Fig. 1: gate families picked out
(3 px per um)
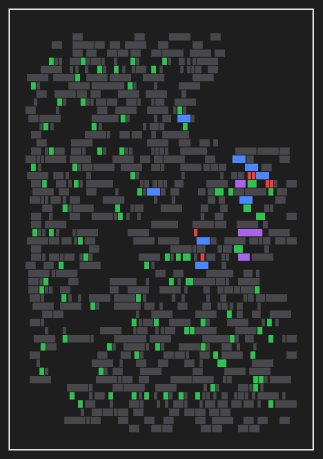
Fig. 2: a small window of the routed layout
Window x 30 to 70, y 82 to 122 um. Cells in grey, sequential cells in the stronger grey; small squares are vias.
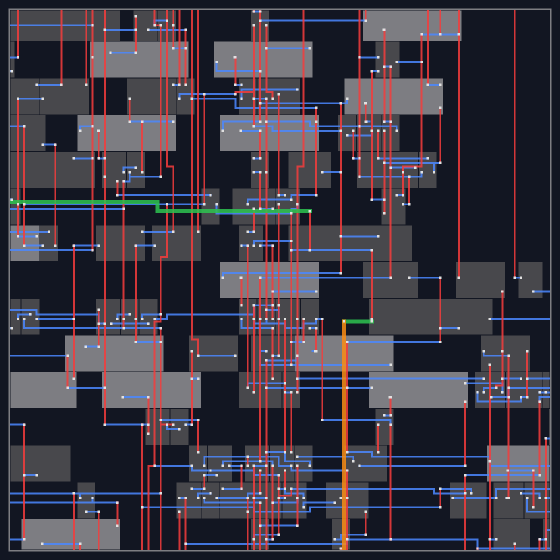
<file path="src/rtl/cmp_config_loader_pkg.sv">
`default_nettype none
// ============================================================================
// Package  : cmp_config_loader_pkg
// Brief    : Shared salt range, salt type and selector-width helper.
// Revision : 1.0
// ============================================================================
package cmp_config_loader_pkg;

    localparam int c_salt_msb = 11;
    localparam int c_salt_lsb = 0;

    typedef logic [c_salt_msb:c_salt_lsb] salt_t;

    // A unit selector needs at least one bit even when there is a single unit.
    function automatic int sel_width(input int n);
        return (n > 1) ? $clog2(n) : 1;
    endfunction

endpackage
`default_nettype wire

</file>
<file path="src/rtl/cmp_rr_addr.sv">
`default_nettype none
// ============================================================================
// Module   : cmp_rr_addr
// Brief    : Round-robin unit selector with per-wrap address increment.
// Revision : 1.0
// ============================================================================
module cmp_rr_addr
    import cmp_config_loader_pkg::*;
#(
    parameter int N         = 4,
    parameter int DEPTH_MSB = 7
) (
    input  logic               CLK,
    input  logic               RESET,
    input  logic               i_clear,
    input  logic               i_advance,
    output logic [N-1:0]       o_unit,
    output logic [DEPTH_MSB:0] o_addr
);

    localparam int c_sel_w = sel_width(N);
    localparam logic [c_sel_w-1:0] c_last = c_sel_w'(N - 1);

    logic [c_sel_w-1:0] r_sel;
    logic [DEPTH_MSB:0] r_addr;

    always_ff @(posedge CLK) begin
        if (RESET || i_clear) begin
            r_sel  <= '0;
            r_addr <= '0;
        end else if (i_advance) begin
            if (r_sel == c_last) begin
                r_sel  <= '0;
                r_addr <= r_addr + 1'b1;
            end else begin
                r_sel  <= r_sel + 1'b1;
            end
        end
    end

    assign o_unit = N'(1) << r_sel;
    assign o_addr = r_addr;

endmodule
`default_nettype wire

</file>
<file path="src/rtl/cmp_config_loader.sv">
`default_nettype none
// ============================================================================
// Module   : cmp_config_loader
// Brief    : Loads a salt and hash list round-robin into N comparator units.
// Revision : 1.0
// ============================================================================
module cmp_config_loader
    import cmp_config_loader_pkg::*;
#(
    parameter int N         = 4,
    parameter int DEPTH_MSB = 7,
    parameter int HASH_W    = 35,
    parameter int CNT_MSB   = 11
) (
    input  logic                         CLK,
    input  logic                         RESET,
    input  logic                         cfg_valid,
    output logic                         cfg_ready,
    input  logic [c_salt_msb:c_salt_lsb] cfg_salt,
    input  logic [CNT_MSB:0]             cfg_num_hashes,
    input  logic                         hash_valid,
    output logic                         hash_ready,
    input  logic [HASH_W-1:0]            hash_data,
    output logic [N-1:0]                 unit_wr_en,
    output logic [DEPTH_MSB:0]           unit_wr_addr,
    output logic [HASH_W-1:0]            unit_wr_data,
    output logic [c_salt_msb:c_salt_lsb] global_salt,
    output logic [DEPTH_MSB:0]           num_hashes,
    output logic [sel_width(N)-1:0]      num_hashes_remain,
    output logic                         new_cmp_config,
    input  logic                         all_cmp_config_applied,
    output logic                         busy,
    output logic                         cfg_err
);

    localparam int c_sel_w = sel_width(N);
    localparam int c_log2n = $clog2(N);
    localparam logic [CNT_MSB+1:0] c_max_hashes = (CNT_MSB+2)'(N * (2 ** (DEPTH_MSB + 1)));
    localparam logic [CNT_MSB:0]   c_rem_mask   = (CNT_MSB+1)'(N - 1);
    localparam logic [CNT_MSB:0]   c_one        = (CNT_MSB+1)'(1);

    localparam logic [1:0] c_st_idle  = 2'd0;
    localparam logic [1:0] c_st_load  = 2'd1;
    localparam logic [1:0] c_st_start = 2'd2;
    localparam logic [1:0] c_st_wait  = 2'd3;

    logic [1:0]          r_state;
    logic                r_cfg_ready;
    logic                r_hash_ready;
    logic [CNT_MSB:0]    r_hash_left;
    logic [N-1:0]        r_unit_wr_en;
    logic [DEPTH_MSB:0]  r_unit_wr_addr;
    logic [HASH_W-1:0]   r_unit_wr_data;
    salt_t               r_global_salt;
    logic [DEPTH_MSB:0]  r_num_hashes;
    logic [c_sel_w-1:0]  r_num_remain;
    logic                r_new_cmp_config;
    logic                r_cfg_err;

    logic [CNT_MSB:0]    w_cnt_div;
    logic [CNT_MSB:0]    w_cnt_mod;
    logic                w_cnt_bad;
    logic                w_cfg_acc;
    logic                w_hash_acc;
    logic [N-1:0]        w_unit;
    logic [DEPTH_MSB:0]  w_addr;
    logic                w_unused;

    // N is a power of two, so divide/modulo reduce to shift and mask.
    assign w_cnt_div  = cfg_num_hashes >> c_log2n;
    assign w_cnt_mod  = cfg_num_hashes & c_rem_mask;
    assign w_cnt_bad  = (cfg_num_hashes == '0) || ({1'b0, cfg_num_hashes} > c_max_hashes);
    assign w_cfg_acc  = (r_state == c_st_idle) && cfg_valid && r_cfg_ready;
    assign w_hash_acc = (r_state == c_st_load) && hash_valid && r_hash_ready;
    assign w_unused   = ^{w_cnt_div[CNT_MSB:DEPTH_MSB+1], w_cnt_mod[CNT_MSB:c_sel_w]};

    cmp_rr_addr #(
        .N         (N),
        .DEPTH_MSB (DEPTH_MSB)
    ) u_rr_addr (
        .CLK       (CLK),
        .RESET     (RESET),
        .i_clear   (w_cfg_acc && !w_cnt_bad),
        .i_advance (w_hash_acc),
        .o_unit    (w_unit),
        .o_addr    (w_addr)
    );

    always_ff @(posedge CLK) begin
        if (RESET) begin
            r_state          <= c_st_idle;
            r_cfg_ready      <= 1'b0;
            r_hash_ready     <= 1'b0;
            r_hash_left      <= '0;
            r_unit_wr_en     <= '0;
            r_unit_wr_addr   <= '0;
            r_unit_wr_data   <= '0;
            r_global_salt    <= '0;
            r_num_hashes     <= '0;
            r_num_remain     <= '0;
            r_new_cmp_config <= 1'b0;
            r_cfg_err        <= 1'b0;
        end else begin
            r_unit_wr_en     <= '0;
            r_new_cmp_config <= 1'b0;
            r_cfg_err        <= 1'b0;

            if (w_hash_acc) begin
                r_unit_wr_en   <= w_unit;
                r_unit_wr_addr <= w_addr;
                r_unit_wr_data <= hash_data;
                r_hash_left    <= r_hash_left - c_one;
            end

            case (r_state)
                c_st_idle: begin
                    r_cfg_ready <= 1'b1;
                    if (w_cfg_acc) begin
                        if (w_cnt_bad) begin
                            r_cfg_err <= 1'b1;
                        end else begin
                            r_global_salt <= cfg_salt;
                            r_num_hashes  <= w_cnt_div[DEPTH_MSB:0];
                            r_num_remain  <= w_cnt_mod[c_sel_w-1:0];
                            r_hash_left   <= cfg_num_hashes;
                            r_cfg_ready   <= 1'b0;
                            r_hash_ready  <= 1'b1;
                            r_state       <= c_st_load;
                        end
                    end
                end
                c_st_load: begin
                    // The START pulse lines up with the final write strobe.
                    if (w_hash_acc && (r_hash_left == c_one)) begin
                        r_hash_ready     <= 1'b0;
                        r_new_cmp_config <= 1'b1;
                        r_state          <= c_st_start;
                    end
                end
                c_st_start: begin
                    r_state <= c_st_wait;
                end
                c_st_wait: begin
                    if (all_cmp_config_applied) begin
                        r_cfg_ready <= 1'b1;
                        r_state     <= c_st_idle;
                    end
                end
                default: begin
                    r_state <= c_st_idle;
                end
            endcase
        end
    end

    assign cfg_ready         = r_cfg_ready;
    assign hash_ready        = r_hash_ready;
    assign unit_wr_en        = r_unit_wr_en;
    assign unit_wr_addr      = r_unit_wr_addr;
    assign unit_wr_data      = r_unit_wr_data;
    assign global_salt       = r_global_salt;
    assign num_hashes        = r_num_hashes;
    assign num_hashes_remain = r_num_remain;
    assign new_cmp_config    = r_new_cmp_config;
    assign busy              = (r_state != c_st_idle);
    assign cfg_err           = r_cfg_err;

endmodule
`default_nettype wire

</file>
<file path="config.mk">
export PLATFORM = sky130hd
export DESIGN_NAME = cmp_config_loader
export DESIGN_NICKNAME = d
export VERILOG_FILES = /design/src/rtl/cmp_config_loader_pkg.sv /design/src/rtl/cmp_rr_addr.sv /design/src/rtl/cmp_config_loader.sv
export SDC_FILE = /design/constraint.sdc
export NUM_CORES = 1
export LEC_CHECK = 0
export CORE_ASPECT_RATIO = 1.5
export CORE_MARGIN = 5
export CORE_UTILIZATION = 30
export DETAILED_ROUTE_END_ITERATION = 7
export GPL_TIMING_DRIVEN = 1
export PLACE_DENSITY = 0.56
export SYNTH_ARGS = -nofsm -noshare
export SYNTH_HDL_FRONTEND = slang
export SYNTH_SLANG_ARGS = --single-unit
export TNS_END_PERCENT = 1
</file>
<file path="constraint.sdc">
create_clock -name CLK -period 2.8 [get_ports CLK]
set_input_delay 0.56 -clock CLK [delete_from_list [all_inputs] [get_ports CLK]]
set_output_delay 0.56 -clock CLK [all_outputs]
set_load 0.05 [all_outputs]
</file>
==> impl_metrics.json <==
{
  "core_area_um2": 12100,
  "die_x_um": 101,
  "total_power_mw": 3.23,
  "clock_sinks": 97,
  "via_per_inst": 4.66,
  "start_kind": "flip-flop",
  "ys_cells": 457,
  "edf_count": 0,
  "h-tree-depth": 3,
  "cts_resized": 0,
  "sh_comb_area_pct": 29.9,
  "critPathBufInv": 3,
  "setup_violations": 0,
  "cp_slowest_stage_delay_ps": 800,
  "postSynthSeqShare_pct": 52.3,
  "syn_nets": 529,
  "flop-count": 97,
  "instances_no_fill": 741,
  "ys_warn_count": 0,
  "mostFrequentLayoutCell": "nand2_1",
  "firstDrtPassIters": 4,
  "largest_cell_class": "sequential cells",
  "fin_util_pct": 46.0,
  "worstPathCellList": "inv_1, ha_1, inv_1, clkdlybuf4s50_1",
  "non_clock_buffer_count": 142,
  "dr_total_vias": 3450,
  "yosys_register_bits": 97,
  "largest_reg_flops": 35,
  "grt_max_degree": 54,
  "slew_headroom_pct": 61.7,
  "met2WireLength_um": 6020,
  "flop_cell": "dfxtp_1",
  "routedWlPerCell_um": 14.7,
  "sh_seq_area_pct": 34.9,
  "cp_top_family": "buffers and inverters",
  "setup_ws_ps": 261,
  "grt_antenna_before_repair": 0,
  "bufAreaShareNonClock_pct": 25.5,
  "synth_area_per_cell_um2": 8.13,
  "clock_area_share_pct": 5.89,
  "pre_cts_ws_ps": 131,
  "portBuffers": 137,
  "ys_sh_mux_pct": 0.842,
  "top_layer": "met4",
  "taps": 153,
  "cts_tree": "done",
  "status": "complete, no violations",
  "die_h_um": 146,
  "initialDrtViolationCount": 130,
  "xor_area_share_pct": 4.24,
  "simple_gate_share_pct": 23.5,
  "cts_buffer_depth": 2,
  "syn_inst": 457,
  "warnings": 30,
  "cap_viol_max_count": 0,
  "grt_pass1_wl_um": 17800,
  "crit_path_end_kind": "output pin",
  "ys_top_logic_family": "simple AND/OR/NAND/NOR gates",
  "hp-class": "flip-flop to flip-flop",
  "gr-total-overflow": 0,
  "holdWs_ps": 453,
  "fin_crit_ps": 2540,
  "fmax_mhz": 394,
  "yosys.area.top_type": "dfxtp_1",
  "cp.required_ps": 2240,
  "setup.worst_path.class": "flip-flop to output pin",
  "synth-async-reset-ratio_pct": 0,
  "placed_area_um2": 5230,
  "dieArea_um2": 14800,
  "grt_pass1_vias": 3458,
  "yosysMostFrequentCell": "nand2_1",
  "numCtsBuffers": 9,
  "ioPinCount": 138,
  "drcViolationCount": 0,
  "tightest_slew_ps": 572,
  "nets": 655,
  "grt_usage_pct": 15.1,
  "post-route-period-util_pct": 90.7,
  "drive_gt1_share_pct": 4.76,
  "dp_cells": 725,
  "crit_arrival_ps": 1980,
  "p_leak_nw": 1.90,
  "top_cell_area_share_pct": 52.3
}
## Picture notes: Fig. 1
family	colour	cells
inverters	red	6
inverting AOI/OAI gates	green	87
adder and majority cells	blue	8
multiplexers	purple	3

## Picture notes: Fig. 2
layer	colour
met3	green
met4	orange
met2	red
met1	blue
most frequent	nand2_1 (18), dfxtp_1 (14), nor2_1 (9)
cells with their middle in the window	86
sequential cells in the window	14
netlist names of flops here include	`u_rr_addr.o_addr` (5), `unit_wr_addr` (5), `u_rr_addr.r_sel` (2)

power breakdown:
part / leakage (nW) / internal, mW / total [mW] / switching [mW]
logic: 0.954 / 0.190 / 0.438 / 0.248
registers: 0.783 / 1.42 / 1.44 / 0.0269
clock network: 0.162 / 0.795 / 1.35 / 0.560
path summary, 6_finish.rpt:
path,start,end,slack [ps],cells after the start
worst min register to register,unit_wr_data[17],unit_wr_data[17],450,2
worst max register to register,r_state[0],r_hash_left[4],520,7
worst max-delay path,r_state[0],busy,260,4
worst min-delay path,unit_wr_data[17],unit_wr_data[17],450,2
routing by layer:
metal	global-route usage (%)	up-vias
met3	4.39	12
met4	5.66	0
met1	15.8	1604
met5	0	-
met2	27.8	74
li1	-	1760
No activity file was given, so power comes from the tool's default toggle rates.
